Fig. 1: run 1, clock wires, drivers and flops
Scale bar: 20 um.
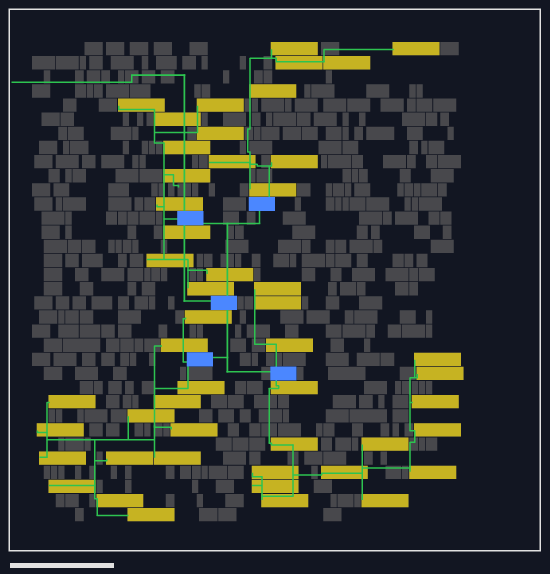
Fig. 2: run 1, clock wiring as the flow saved it
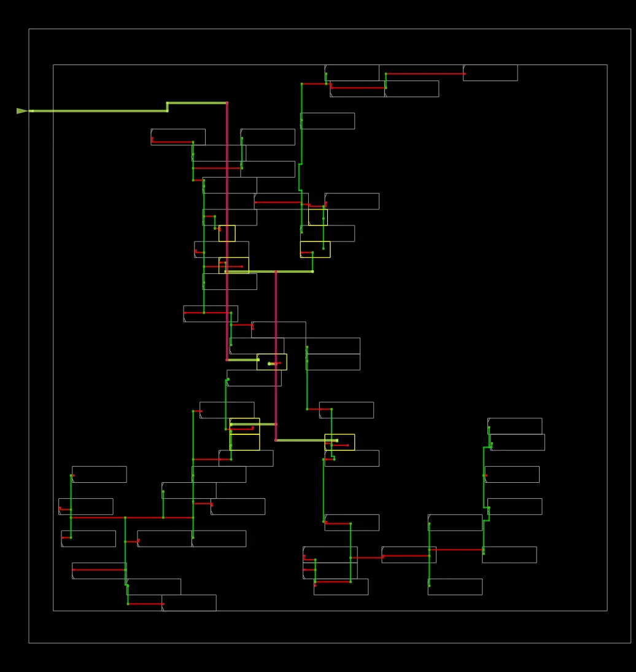
Fig. 3: run 1, routed metal, one color a layer
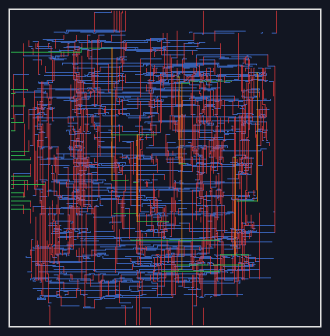
File: config.mk
export PLATFORM = sky130hd
export DESIGN_NAME = mssi_sync_gen
export DESIGN_NICKNAME = d
export VERILOG_FILES = /design/src/rtl/mssi_sync_pkg.sv /design/src/rtl/mssi_sync_chan.sv /design/src/rtl/mssi_sync_gen.sv
export SDC_FILE = /design/constraint.sdc
export NUM_CORES = 1
export LEC_CHECK = 0
export CAP_MARGIN = 15
export CORE_AREA = 4 4 98 100
export DETAILED_ROUTE_END_ITERATION = 10
export DIE_AREA = 0 0 102 104
export SLEW_MARGIN = 5
export SYNTH_ARGS = -nofsm -noshare
export SYNTH_HDL_FRONTEND = slang
export SYNTH_SLANG_ARGS = --single-unit
File: constraint.sdc
create_clock -name clk -period 3.5 [get_ports clk]
set_input_delay 0.35 -clock clk [delete_from_list [all_inputs] [get_ports clk]]
set_output_delay 0.35 -clock clk [all_outputs]
set_load 0.03 [all_outputs]
File: src/rtl/mssi_sync_pkg.sv
// mssi_sync_pkg: shared FSM state type and sizing helpers for the MSSI sync generator.
//   mssi_state_t : IDLE / ARMED / RUN
//   cnt_w()      : run counter width, max(DLY_W, WID_W) + 1, so it holds max delay + width
//   max_delay()  : largest field in a packed delay vector (up to 512 bits, fields up to 31 bits)
package mssi_sync_pkg;
  typedef enum logic [1:0] {IDLE, ARMED, RUN} mssi_state_t;
  function automatic int cnt_w(input int dly_w, input int wid_w);
    return (dly_w > wid_w ? dly_w : wid_w) + 1;
  endfunction
  function automatic logic [31:0] max_delay(input logic [511:0] v, input int n, input int w);
    logic [31:0] m;
    logic [31:0] x;
    m = '0;
    for (int i = 0; i < n; i++) begin
      x = 32'(v >> (i * w)) & ((32'd1 << w) - 32'd1);
      m = x > m ? x : m;
    end
    return m;
  endfunction
endpackage

File: src/rtl/mssi_sync_chan.sv
// mssi_sync_chan: one sync channel - latched delay, window compare and registered sync output.
//   clk, resetn : clock, async active-low reset
//   load        : latch cfg_delay (arm edge)
//   cfg_delay   : this channel's delay in cycles
//   wid         : shared latched pulse width
//   cnt         : shared run counter
//   en          : counter value is valid this cycle (running, not aborting)
//   sync        : high while delay <= cnt < delay + wid, one cycle after the compare
module mssi_sync_chan
  import mssi_sync_pkg::*;
#(
  parameter int DLY_W = 8,
  parameter int WID_W = 8,
  parameter int CNT_W = 9
) (
  input  logic             clk,
  input  logic             resetn,
  input  logic             load,
  input  logic [DLY_W-1:0] cfg_delay,
  input  logic [WID_W-1:0] wid,
  input  logic [CNT_W-1:0] cnt,
  input  logic             en,
  output logic             sync
);
  logic [DLY_W-1:0] dly;
  logic [CNT_W-1:0] lo;
  logic [CNT_W-1:0] hi;
  assign lo = CNT_W'(dly);
  assign hi = lo + CNT_W'(wid);
  always_ff @(posedge clk or negedge resetn)
    if (!resetn) begin
      dly  <= '0;
      sync <= 1'b0;
    end else begin
      if (load) dly <= cfg_delay;
      sync <= en && cnt >= lo && cnt < hi;
    end
endmodule

File: src/rtl/mssi_sync_gen.sv
// mssi_sync_gen: multi-channel MSSI sync pulse generator (arm -> trigger -> timed pulses -> done).
//   clk, resetn : clock, async active-low reset
//   cfg_delay   : per-channel delay, channel i = [i*DLY_W +: DLY_W], latched on arm
//   cfg_width   : shared pulse width in cycles (0 = no pulse), latched on arm
//   arm         : latch config, enter/stay ARMED
//   trigger     : start a run (level, sampled in ARMED)
//   abort       : return to IDLE from any state, wins over arm/trigger
//   ext_trig    : async external trigger, only with MSSI_SYNC_EXT_TRIG_EN defined
//   sync_out    : registered sync pulses
//   armed, busy : ARMED / RUN indicators
//   done        : one-cycle pulse when a run completes (not on abort)
// Build option MSSI_SYNC_EXT_TRIG_EN adds ext_trig through a 2-FF synchronizer and edge detect.
module mssi_sync_gen
  import mssi_sync_pkg::*;
#(
  parameter int NUM_CH = 2,
  parameter int DLY_W  = 8,
  parameter int WID_W  = 8
) (
  input  logic                    clk,
  input  logic                    resetn,
  input  logic [NUM_CH*DLY_W-1:0] cfg_delay,
  input  logic [WID_W-1:0]        cfg_width,
  input  logic                    arm,
  input  logic                    trigger,
  input  logic                    abort,
`ifdef MSSI_SYNC_EXT_TRIG_EN
  input  logic                    ext_trig,
`endif
  output logic [NUM_CH-1:0]       sync_out,
  output logic                    armed,
  output logic                    busy,
  output logic                    done
);
  localparam int CNT_W = cnt_w(DLY_W, WID_W);
  mssi_state_t state, nxt;
  logic [CNT_W-1:0] cnt;
  logic [CNT_W-1:0] end_cnt;
  logic [CNT_W-1:0] new_end;
  logic [WID_W-1:0] wid;
  logic load;
  logic start;
  logic fin;
  logic trig;
  logic en;
  assign new_end = CNT_W'(max_delay(512'(cfg_delay), NUM_CH, DLY_W)) + CNT_W'(cfg_width);
`ifdef MSSI_SYNC_EXT_TRIG_EN
  logic [2:0] ext_sr;
  logic ext_pulse;
  // two sync stages, a history stage for edge detect, and a registered pulse: 3 cycles total
  always_ff @(posedge clk or negedge resetn)
    if (!resetn) begin
      ext_sr    <= '0;
      ext_pulse <= 1'b0;
    end else begin
      ext_sr    <= {ext_sr[1:0], ext_trig};
      ext_pulse <= ext_sr[1] & ~ext_sr[2];
    end
  assign trig = trigger | ext_pulse;
`else
  assign trig = trigger;
`endif
  always_comb begin
    nxt   = state;
    load  = 1'b0;
    start = 1'b0;
    fin   = 1'b0;
    if (abort) nxt = IDLE;
    else
      case (state)
        IDLE: begin
          load = arm;
          nxt  = arm ? ARMED : IDLE;
        end
        ARMED: begin
          load  = arm;
          start = !arm && trig;
          nxt   = start ? RUN : ARMED;
        end
        RUN: begin
          fin = busy && cnt == end_cnt;
          nxt = fin ? IDLE : RUN;
        end
        default: nxt = IDLE;
      endcase
  end
  // the first RUN cycle only loads the pipeline; counting starts once busy is up,
  // which places every output two edges after the counter value it reflects
  assign en = busy & ~abort;
  always_ff @(posedge clk or negedge resetn)
    if (!resetn) begin
      state   <= IDLE;
      cnt     <= '0;
      end_cnt <= '0;
      wid     <= '0;
      busy    <= 1'b0;
      armed   <= 1'b0;
      done    <= 1'b0;
    end else begin
      state <= nxt;
      busy  <= state == RUN && nxt == RUN;
      armed <= nxt == ARMED;
      done  <= fin;
      cnt   <= start ? '0 : busy ? cnt + CNT_W'(1) : cnt;
      if (load) begin
        wid     <= cfg_width;
        end_cnt <= new_end;
      end
    end
  for (genvar i = 0; i < NUM_CH; i++) begin : g_ch
    mssi_sync_chan #(
      .DLY_W(DLY_W),
      .WID_W(WID_W),
      .CNT_W(CNT_W)
    ) u_ch (
      .clk      (clk),
      .resetn   (resetn),
      .load     (load),
      .cfg_delay(cfg_delay[i*DLY_W +: DLY_W]),
      .wid      (wid),
      .cnt      (cnt),
      .en       (en),
      .sync     (sync_out[i])
    );
  end
endmodule

==> deck_impl_summary.md, run 1 <==
Flow Results at a Glance

Cells and area
  • Seq/total area: 26.83%
  • Invs w/o clock: 29
  • Final Net Count: 587
  • Combinational share of cell area: 53.63%
  • Area growth syn-to-layout: 19.22%
  • Signal buffers: 63
  • Final core occ: 52.67%
  • Design area: 4571 um2

Power
  • Maximum VDD drop: 0.2135 mV
  • Pwr dens: 475.1 nW/um2

Critical path
  • R2r startpoint: wid[0]$_DFFE_PN0P_
  • Crit Path Class: input pin to flop
  • Critical Path Sink: end_cnt[6]$_DFFE_PN0P_
  • Crit path depth: 15
  • Reg2Reg Depth: 12
  • Critical Path AT: 3.49 ns
  • Flop-to-flop setup slack: 0.32 ns

Synthesis
  • Yosys aoi share: 14.69%
  • EDFF count, synth: 0
  • YS warnings: 0
  • Cell type with the largest total area: dfrtp_1
  • Area reported by Yosys stat: 3834 um2
  • Simple share: 16.42%
  • Mapped Cells: 433
  • Synth Flop Type: dfrtp_1
  • Syn Nets: 530
  • Synth top cell by count: nand2_1

Timing
  • Final period utilization: 95.22%
  • Worst setup margin: 0.1672 ns
  • Minimum clock period: 3.333 ns
  • Max_slew headroom: 53.70%
  • Tightest Pin Transition: 0.6929 ns

Floorplan
  • FP Rows: 34
  • DIE AREA: 10610 um2
  • Fp util: 44.18%
  • Die span in x: 102 um
  • Tap Cells: 108

Route
  • Top sig layer: met4
  • Vias per inst: 5.361
  • Met2 wire length: 4.432 mm
  • Vias: 3211
  • Remaining antenna violation count: 0
  • Metal-1 WL: 4.482 mm
  • Iter 0 DRT Violations: 138

Global route
  • First-pass GRT wire length: 15.38 mm
  • Met3 Use GR: 2.146%

Placed design
  • Place WS: -0.1719 ns
  • IO buf count: 33

Clocking
  • Post-cts hold buffer count: 0
  • Total setup buffers inserted after CTS: 0

Status
  • Status: finished, final reports clean
About Fig. 1:
[yellow] flip-flops | count: 49
[green] clock wires | length: 571 um
[blue] clock drivers | count: 5
routed clock nets: 6
clk pwr: 0.000355 W
clock skew: 0.01365 ns
clock network fraction of total power: 16.4%
clk ins delay skew pair: 0.30 ns

About Fig. 2:
Sink Count: 49
Num CTS Buffers: 5
Clock Buffer Count: 6
Flops: 49

About Fig. 3:
| color | layer | wire length |
|---|---|---|
| red | metal 2 | 4430 um |
| green | metal 3 | 258 um |
| orange | metal 4 | 236 um |
| blue | metal 1 | 4480 um |

-- run 1: what timing repair did --
action                                  CTS  global route
endpoints found under the hold margin     0             0
resized                                   0             4
endpoints found under the setup margin    0             3
-- run 1: power groups by stage --
| stage | logic [W] | clock network (W) | registers (W) |
|---|---|---|---|
| 6_report | 0.000978 | 0.000355 | 0.000837 |
| 5_1_grt | 0.00114 | 0.000390 | 0.000855 |
| 4_1_cts | 0.000980 | 0.000363 | 0.000837 |
| 3_5_place_dp | 0.000971 | 0 | 0.000849 |
| 3_3_place_gp | 0.000937 | 0 | 0.000847 |
| 2_1_floorplan | 0.000707 | 0 | 0.000778 |
-- run 1: flip-flops by register name, indices dropped and copies added, names as in the netlist --
register,cells
g_ch.u_ch.dly,16
g_ch.u_ch.sync,2
armed,1
wid,8
busy,1
cnt,9
end_cnt,9
done,1
state,2
Fig. 4: run 1, selected gate families
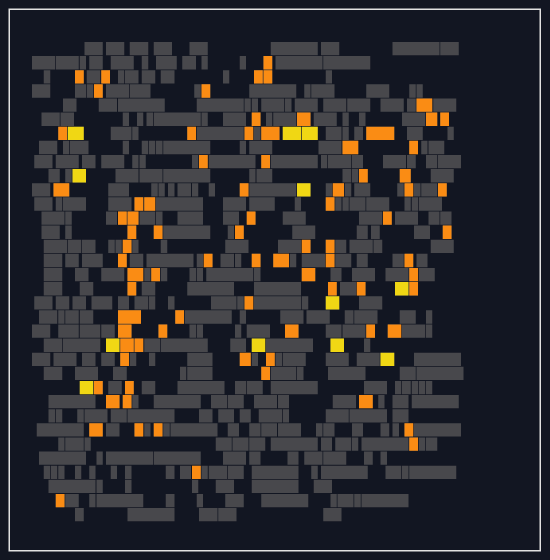

==> run 1 -> run 2 <==
--- a/config.mk
+++ b/config.mk
@@ -6,9 +6,10 @@
 export NUM_CORES = 1
 export LEC_CHECK = 0
 export CAP_MARGIN = 15
-export CORE_AREA = 4 4 98 100
+export CORE_AREA = 4 4 86 88
 export DETAILED_ROUTE_END_ITERATION = 10
-export DIE_AREA = 0 0 102 104
+export DIE_AREA = 0 0 90 92
+export PLACE_DENSITY = 0.8
 export SLEW_MARGIN = 5
 export SYNTH_ARGS = -nofsm -noshare
 export SYNTH_HDL_FRONTEND = slang
Fig. 5: run 2, selected gate families
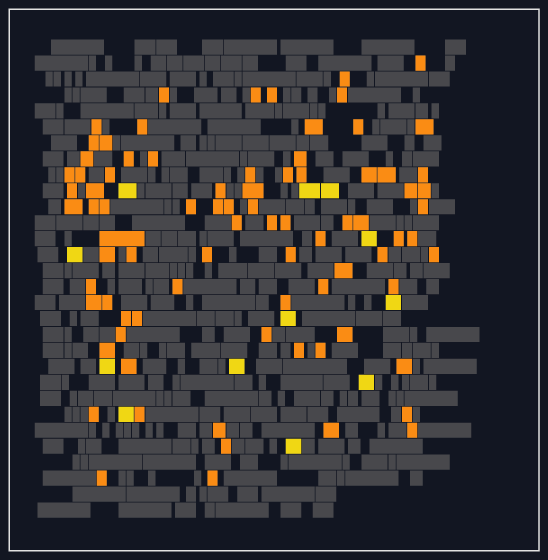
| color | family | cells |
|---|---|---|
| yellow | AND-OR and OR-AND gates | 12 |
| orange | inverting AOI/OAI gates | 82 |
combinational share of cell area: 54.04%
Commonest Layout Cell: nand2_1
Post-Layout Cell Count: 567

Fig. 6: run 2, routed metal, one color a layer
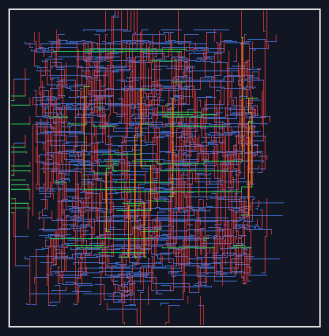
vias: 3386
gr usage total: 24.10%
final WL: 9.639 mm
DR WL/cell: 17.00 um

==> deck_impl_summary.md, run 2 <==
Flow Results at a Glance

Clocking
  • CTS H-tree depth: 2 (unchanged)
  • Post-cts hold buffer count: 0 (unchanged)
  • CTS resizes: 0 (unchanged)
  • Sink Count: 49 (unchanged)
  • CTS tree: yes (unchanged)
  • Total setup buffers inserted after CTS: 0 (unchanged)
  • Clk ins delay skew pair: 0.31 ns (was 0.30 ns)
  • Num CTS Buffers: 5 (unchanged)

Cells and area
  • Final Net Count: 583 (was 587)
  • Invs w/o clock: 29 (unchanged)
  • Top Layout Cells: 69 x nand2_1, 65 x ha_1, 49 x dfrtp_1 (unchanged)
  • Diode count: 0 (unchanged)
  • Largest registers: g_ch.u_ch.dly x16, cnt x9, end_cnt x9 (unchanged)
  • Area growth syn-to-layout: 18.44% (was 19.22%)
  • Signal buf overhead: 11.79% (was 12.04%)
  • Final core occ: 68.34% (was 52.67%)
  • Signal buffers: 59 (was 63)
  • Gate Area: 2454 um2 (was 2451 um2)
  • Largest reg by FF count: g_ch.u_ch.dly (unchanged)
  • Max FFs per register: 16 (unchanged)
  • Design area: 4541 um2 (was 4571 um2)
  • Flops: 49 (unchanged)
  • Layout cell share with drive strength beyond 1: 9.240% (was 10.39%)
  • Area occupied by registers: 1226 um2 (unchanged)
  • Seq/total area: 27.00% (was 26.83%)
  • Clock Buffer Count: 5 (was 6)
  • Clk tree area frac: 2.563% (was 2.163%)

Critical path
  • Crit path max-delay family: AND-OR/OR-AND gates (unchanged)
  • Crit Path Class: input pin to flop (unchanged)
  • R2r startpoint: wid[0]$_DFFE_PN0P_ (unchanged)
  • Crit path from: cfg_delay[3] (was cfg_delay[2])
  • Reg2Reg Depth: 12 (unchanged)
  • Flop-to-flop setup slack: 0.18 ns (was 0.32 ns)
  • Crit path depth: 14 (was 15)
  • Critical Path AT: 3.50 ns (was 3.49 ns)
  • Critical Path Sink: end_cnt[6]$_DFFE_PN0P_ (unchanged)
  • Worst reg2reg path endpoint: g_ch[1].u_ch.sync$_DFF_PN0_ (unchanged)

Floorplan
  • IO Pins: 34 (unchanged)
  • FP Rows: 30 (was 34)
  • Die height: 92 um (was 104 um)
  • Die span in x: 90 um (was 102 um)
  • DIE AREA: 8280 um2 (was 10610 um2)
  • Fp util: 57.70% (was 44.18%)
  • Tap Cells: 80 (was 108)

Timing
  • Worst setup margin: 0.1676 ns (was 0.1672 ns)
  • Minimum clock period: 3.332 ns (was 3.333 ns)
  • Final period utilization: 95.21% (was 95.22%)
  • Clock skew: 0.01431 ns (was 0.01365 ns)
  • Tightest Pin Transition: 0.6663 ns (was 0.6929 ns)
  • Setup-failing EPs final: 0 (unchanged)
  • RSZ-0062 raised after global routing: no (was yes)
  • Max_slew headroom: 55.47% (was 53.70%)

Synthesis
  • Share of flip-flops with an asynchronous set or reset: 100.0% (unchanged)
  • Synth top cell by count: nand2_1 (unchanged)
  • Top cells by area, synth: dfrtp_1 32%, ha_1 21%, nand2_1 6.8% (unchanged)
  • Mapped Cells: 433 (unchanged)
  • Mapped Area: 3834 um2 (unchanged)
  • EDFF count, synth: 0 (unchanged)
  • YS warnings: 0 (unchanged)
  • Area reported by Yosys stat: 3834 um2 (unchanged)
  • Syn Nets: 530 (unchanged)
  • Synth Flop Type: dfrtp_1 (unchanged)
  • Cell type with the largest total area: dfrtp_1 (unchanged)

Status
  • Status: finished, final reports clean (unchanged)

Placed design
  • IO buf count: 33 (unchanged)
  • Place WS: -0.2979 ns (was -0.1719 ns)
  • Placer congestion estimate: 0.9015 (was 0.8187)

Global route
  • First-pass GRT wire length: 16.08 mm (was 15.38 mm)

Power
  • Pwr dens: 500.5 nW/um2 (was 475.1 nW/um2)
  • Maximum VDD drop: 0.2352 mV (was 0.2135 mV)

Flow run
  • # Max-Cap Violations: 0 (unchanged)

Route
  • Iter 0 DRT Violations: 170 (was 138)
  • Remaining antenna violation count: 0 (unchanged)
  • Vias per inst: 5.972 (was 5.361)
==> run 2: power breakdown <==
group	internal (W)	switching, W	leakage, nW
clock	0.000218	0.000213	0.0591
sequential	0.000664	0.000174	0.617
combinational	0.000479	0.000525	1.58
total	0.00136	0.000912	2.25
==> run 2: per-layer routing <==
layer  GRT usage (%)  wire length [um]  vias up
met4           10.20               266        0
met5               0                 0        -
li1                -                 -     1621
met1           29.66              4003     1636
met3           3.199               514       24
met2           42.44              4855      105
==> run 2: logic make-up (layout without fill, tap and decap cells) <==
logic type      Yosys count  after routing  share of synthesized area [%]
fa+ha+maj                68             68                          22.78
xor+xnor                 31             31                          7.082
compound gates           94             94                          14.69
flops                    49             49                          31.98
mux                       9              9                          2.611
simple gates            140            140                          16.42
buf+inv                  42             96                          4.439
Power and IR drop assume default switching activity.
